`src/rtl/quiescence_responder.sv`:
```
// Per-slot quiescence endpoint between one app and its AMI memory port.
// Gates new requests, drains outstanding traffic, answers status checks.
module quiescence_responder #(
  parameter int CNT_BITS = 8
) (
  input  logic        clk,
  input  logic        rst_n,
  input  logic        qreq_valid,
  input  logic        qreq_isRequest,
  input  logic [63:0] qreq_data,
  output logic        qresp_valid,
  output logic [63:0] qresp_data,
  input  logic        app_req_valid,
  output logic        app_req_grant,
  output logic        mem_req_valid,
  input  logic        mem_req_grant,
  input  logic        app_req_isWrite,
  input  logic        mem_rd_resp_valid,
  input  logic        app_rd_resp_grant,
  input  logic        mem_wr_ack,
  input  logic        app_idle
);

  typedef enum logic [1:0] {
    RUNNING,
    DRAINING,
    QUIESCED
  } state_t;

  localparam logic [CNT_BITS-1:0] MAX = '1;
  localparam logic [CNT_BITS-1:0] ONE = CNT_BITS'(1);

  state_t state_q, state_d;
  logic [CNT_BITS-1:0] rd_cnt, wr_cnt;
  logic [CNT_BITS-1:0] rd_cnt_d, wr_cnt_d;
  logic err, err_d;

  logic gate, issue, issue_rd, issue_wr;
  logic rd_done, wr_done, busy;
  logic cmd, quiesce_cmd, resume_cmd, check;
  logic [31:0] rd_ext, wr_ext;
  logic [63:0] status;
  logic unused;

  assign gate = (state_q != RUNNING) |
                (app_req_isWrite ? (wr_cnt == MAX)
                                 : (rd_cnt == MAX));
  assign mem_req_valid = app_req_valid & ~gate;
  assign app_req_grant = mem_req_grant & ~gate;

  assign issue    = mem_req_valid & mem_req_grant;
  assign issue_rd = issue & ~app_req_isWrite;
  assign issue_wr = issue & app_req_isWrite;
  assign rd_done  = mem_rd_resp_valid & app_rd_resp_grant;
  assign wr_done  = mem_wr_ack;
  assign busy     = issue | rd_done | wr_done;

  assign cmd         = qreq_valid & qreq_isRequest;
  assign quiesce_cmd = cmd & qreq_data[0];
  assign resume_cmd  = cmd & ~qreq_data[0];
  assign check       = qreq_valid & ~qreq_isRequest;

  assign rd_ext = 32'(rd_cnt);
  assign wr_ext = 32'(wr_cnt);
  assign status = {40'b0, wr_ext[7:0], rd_ext[7:0], 5'b0,
                   state_q == DRAINING, err,
                   state_q == QUIESCED};
  assign unused = ^{qreq_data[63:1], rd_ext[31:8], wr_ext[31:8]};

  // An underflowing completion holds the count and flags the error.
  always_comb begin
    rd_cnt_d = rd_cnt;
    wr_cnt_d = wr_cnt;
    err_d    = err;
    if (issue_rd & ~rd_done) begin
      rd_cnt_d = rd_cnt + ONE;
    end else if (~issue_rd & rd_done) begin
      if (rd_cnt == '0) err_d = 1'b1;
      else rd_cnt_d = rd_cnt - ONE;
    end
    if (issue_wr & ~wr_done) begin
      wr_cnt_d = wr_cnt + ONE;
    end else if (~issue_wr & wr_done) begin
      if (wr_cnt == '0) err_d = 1'b1;
      else wr_cnt_d = wr_cnt - ONE;
    end
  end

  always_comb begin
    state_d = state_q;
    unique case (state_q)
      RUNNING: begin
        if (quiesce_cmd) state_d = DRAINING;
      end
      DRAINING: begin
        if (resume_cmd) state_d = RUNNING;
        else if (rd_cnt == '0 && wr_cnt == '0 &&
                 app_idle && !busy)
          state_d = QUIESCED;
      end
      QUIESCED: begin
        if (resume_cmd) state_d = RUNNING;
        else if (!app_idle || rd_done || wr_done)
          state_d = DRAINING;
      end
      default: state_d = RUNNING;
    endcase
  end

  always_ff @(posedge clk) begin
    if (!rst_n) begin
      state_q     <= RUNNING;
      rd_cnt      <= '0;
      wr_cnt      <= '0;
      err         <= 1'b0;
      qresp_valid <= 1'b0;
      qresp_data  <= '0;
    end else begin
      state_q     <= state_d;
      rd_cnt      <= rd_cnt_d;
      wr_cnt      <= wr_cnt_d;
      err         <= err_d;
      qresp_valid <= check;
      qresp_data  <= check ? status : '0;
    end
  end

endmodule
```
`config.mk`:
```
export PLATFORM = sky130hd
export DESIGN_NAME = quiescence_responder
export DESIGN_NICKNAME = d
export VERILOG_FILES = /design/src/rtl/quiescence_responder.sv
export SDC_FILE = /design/constraint.sdc
export NUM_CORES = 1
export LEC_CHECK = 0
export ABC_AREA = 1
export CAP_MARGIN = 40
export CORE_MARGIN = 2
export CORE_UTILIZATION = 39
export CTS_BUF_LIST = sky130_fd_sc_hd__clkbuf_4 sky130_fd_sc_hd__clkbuf_8
export CTS_CLUSTER_DIAMETER = 200
export DETAILED_ROUTE_END_ITERATION = 7
export GPL_ROUTABILITY_DRIVEN = 0
export PLACE_DENSITY = 0.79
export SLEW_MARGIN = 20
export SYNTH_ARGS = -nofsm -noshare
export SYNTH_HDL_FRONTEND = slang
export SYNTH_SLANG_ARGS = --single-unit
export TNS_END_PERCENT = 10
```
`constraint.sdc`:
```
create_clock -name clk -period 2.6 [get_ports clk]
set_input_delay 0.39 -clock clk [delete_from_list [all_inputs] [get_ports clk]]
set_output_delay 0.39 -clock clk [all_outputs]
set_load 0.05 [all_outputs]
```
Figure 1. Local utilization.
The die is cut into 8 by 8 equal tiles; white is low, dark blue is high, 0 to 100% covered.
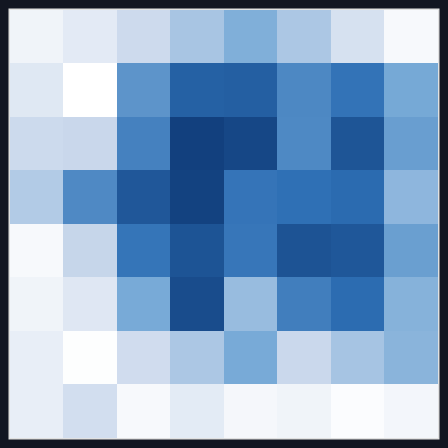
nearly empty tiles: 4.7%
emptiest ninth of the die: south-west
densest ninth of the die: center
Core ar.: 5960 sq um
starting density of the core: 40.6%
Core Util, Final: 52.0%

==> out/results.tsv <==
metric	value	unit
Least-Margin Pin Slew	0.501	ns
Final nets	493	
delay-heaviest family, CP	simple AND/OR/NAND/NOR gates	
Critical Path RT	2.84	ns
Detailed Place HPWL	3.94	mm
status	completed	
RR Startpoint	rd_cnt[2]	
Post-Syn Instances	328	
drt first pass iters	4	
die height	82.8	um
# Cells Yosys	328	
#FFs+latches synth	39	
mean number of vias per cell	4.42	
Latency at later pin	0.29	ns
DRC	0	
P_leak	1.48	nW
crit path kind	input pin to flop	
global-route wire length before repair	8.38	mm
initial antenna violation count	0	
biggest area cells	dfxtp_1, buf_4, ha_1, inv_1, nand2_1	
asr flop ratio synth	0	%
Final Cell Area	3100	sq um
synth unique cells	33	
most frequent cell after synthesis	inv_1	
# port buffers	33	
Levels on crit path	19	
ratio of cells with drive above 1 in the final layout	19.2	%
Critical Path AT	2.67	ns
Area growth syn-to-layout	28.0	%
placed cell area	2940	sq um
die area	6850	sq um
Die Wd	82.8	um
post-layout period usage	93.6	%
Cell Area, Synth	2420	sq um
Slew Limit Fails	0	
Worst-path clk slew	0.07	ns
num ports	142	
root buf cell	clkbuf_8	
post-layout min period	2.43	ns
slowest CP cell	o31a_1	
Synth Warn #	0	
antenna viol nets, final	0	
Commonest cells post-synth	inv_1, nand2_1, buf_4	
worst stage delay on the critical path	0.31	ns
Figure 2. Metal 2.
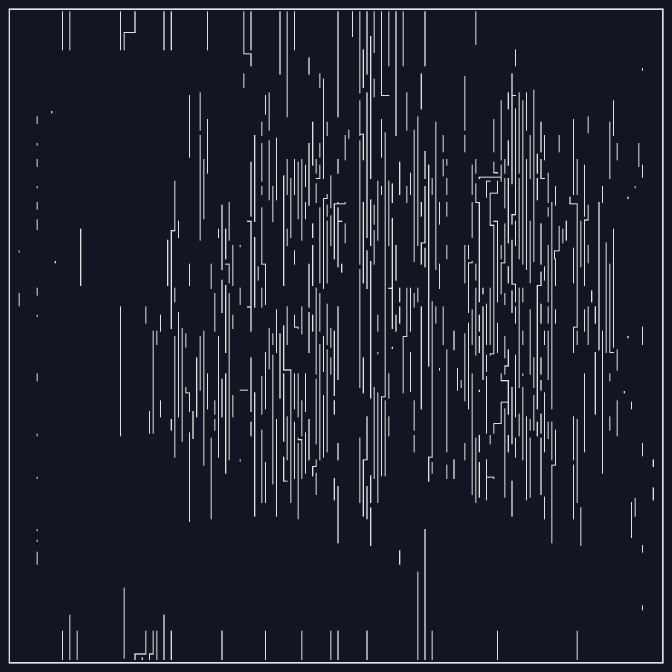
wire length on this layer: 2640 um
nets with wire on the layer: 361
longest straight run: 33.5 um
share of all routed wire: 51%
GRT met2 Usage: 28.5%
final wirelength: 5.20 mm
vias: 2106

==> stage by stage <==
step | power (W) | cells
after floorplan | 0.00228 | 372
after global placement | 0.00283 | 467
after detailed placement | 0.00289 | 467
after CTS | 0.00333 | 475
after global routing | 0.00370 | 476
final | 0.00341 | 476
==> power by group <==
group | total [W] | switching, W | internal [W]
registers | 0.000868 | 0.000123 | 0.000744
logic | 0.00213 | 0.00124 | 0.000890
clock network | 0.000415 | 0.000206 | 0.000209
total | 0.00341 | 0.00157 | 0.00184
==> per-layer routing <==
layer  vias up  track usage (%)  share of wire (%)
met5         -                0                  0
met3         9             2.93                4.2
met4         0             5.57                1.6
met2        50             28.5                 51
met1       963             19.2                 43
li1       1084                -                  -
==> cells by family (layout without fill, tap and decap cells) <==
family | count (synthesis) | count (layout) | synth area share (%)
other | 1 | 45 | 0.155
buffers and inverters | 101 | 130 | 22.7
adders and majority gates | 18 | 18 | 9.93
and+or+nand+nor | 112 | 112 | 20.7
DFF | 39 | 39 | 32.3
xor gates and xnor gates | 9 | 9 | 3.26
AOI/OAI and AO/OA | 48 | 48 | 11.0
==> worst register-to-register path, delay by kind of cell, from the launching register on <==
family | cells | cell delay (ns)
fa+ha+maj | 2 | 0.50
flops | 1 | 0.33
simple gates | 10 | 0.72
compound gates | 2 | 0.42
buf+inv | 4 | 0.40
==> repair_timing <==
item | in CTS | in global routing
endpoints found under the setup margin | 9 | 8
resized | 1 | 20
setup buffers | 0 | 1
gates cloned | 0 | 0
pin swaps | 0 | 2
==> layout by cell type (no fill, tap or decap), drive strengths merged <==
cell type      netlist  routed
a21o                 1       1
a21oi               23      23
a31o                 1       1
a31oi                3       3
buf                 46      37
clkbuf               1       7
clkdlybuf4s15        0       1
clkdlybuf4s50        0      30
clkinv               0       1
conb                 1      45
dfxtp               39      39
fa                   2       2
ha                  16      16
inv                 54      54
nand2               52      52
nand3               12      12
nand4                6       6
nor2                36      36
nor3                 5       5
o21ai               16      16
o21bai               1       1
o31a                 1       1
o31ai                2       2
or2                  1       1
xnor2                6       6
xor2                 3       3
==> how the worst min path moves through the flow <==
stage,start,end,slack (ns),cells after the start
3_5_place_dp,err,qresp_data[1],0.44,2
6_report,err,qresp_data[1],0.45,2
3_3_place_gp,err,qresp_data[1],0.43,2
2_1_floorplan,err,qresp_data[1],0.42,2
4_1_cts,err,qresp_data[1],0.45,2
5_1_grt,err,qresp_data[1],0.50,2
==> registers in the layout, indices dropped and copies added (netlist names) <==
signal / cells
state_q: 2
rd_cnt: 8
qresp_data: 19
wr_cnt: 8
qresp_valid: 1
err: 1
==> cell type report <==
cell class                      instances  area, sq um
Sequential cell                        39          783
Inverter                               54          205
Clock inverter                          1         5.00
Multi-Input combinational cell        232         1310
Clock buffer                            7         83.8
Tap cell                               75         93.8
Fill cell                             566         2860
Timing Repair Buffer                   68          613
Power is estimated from default activity; no workload was simulated.
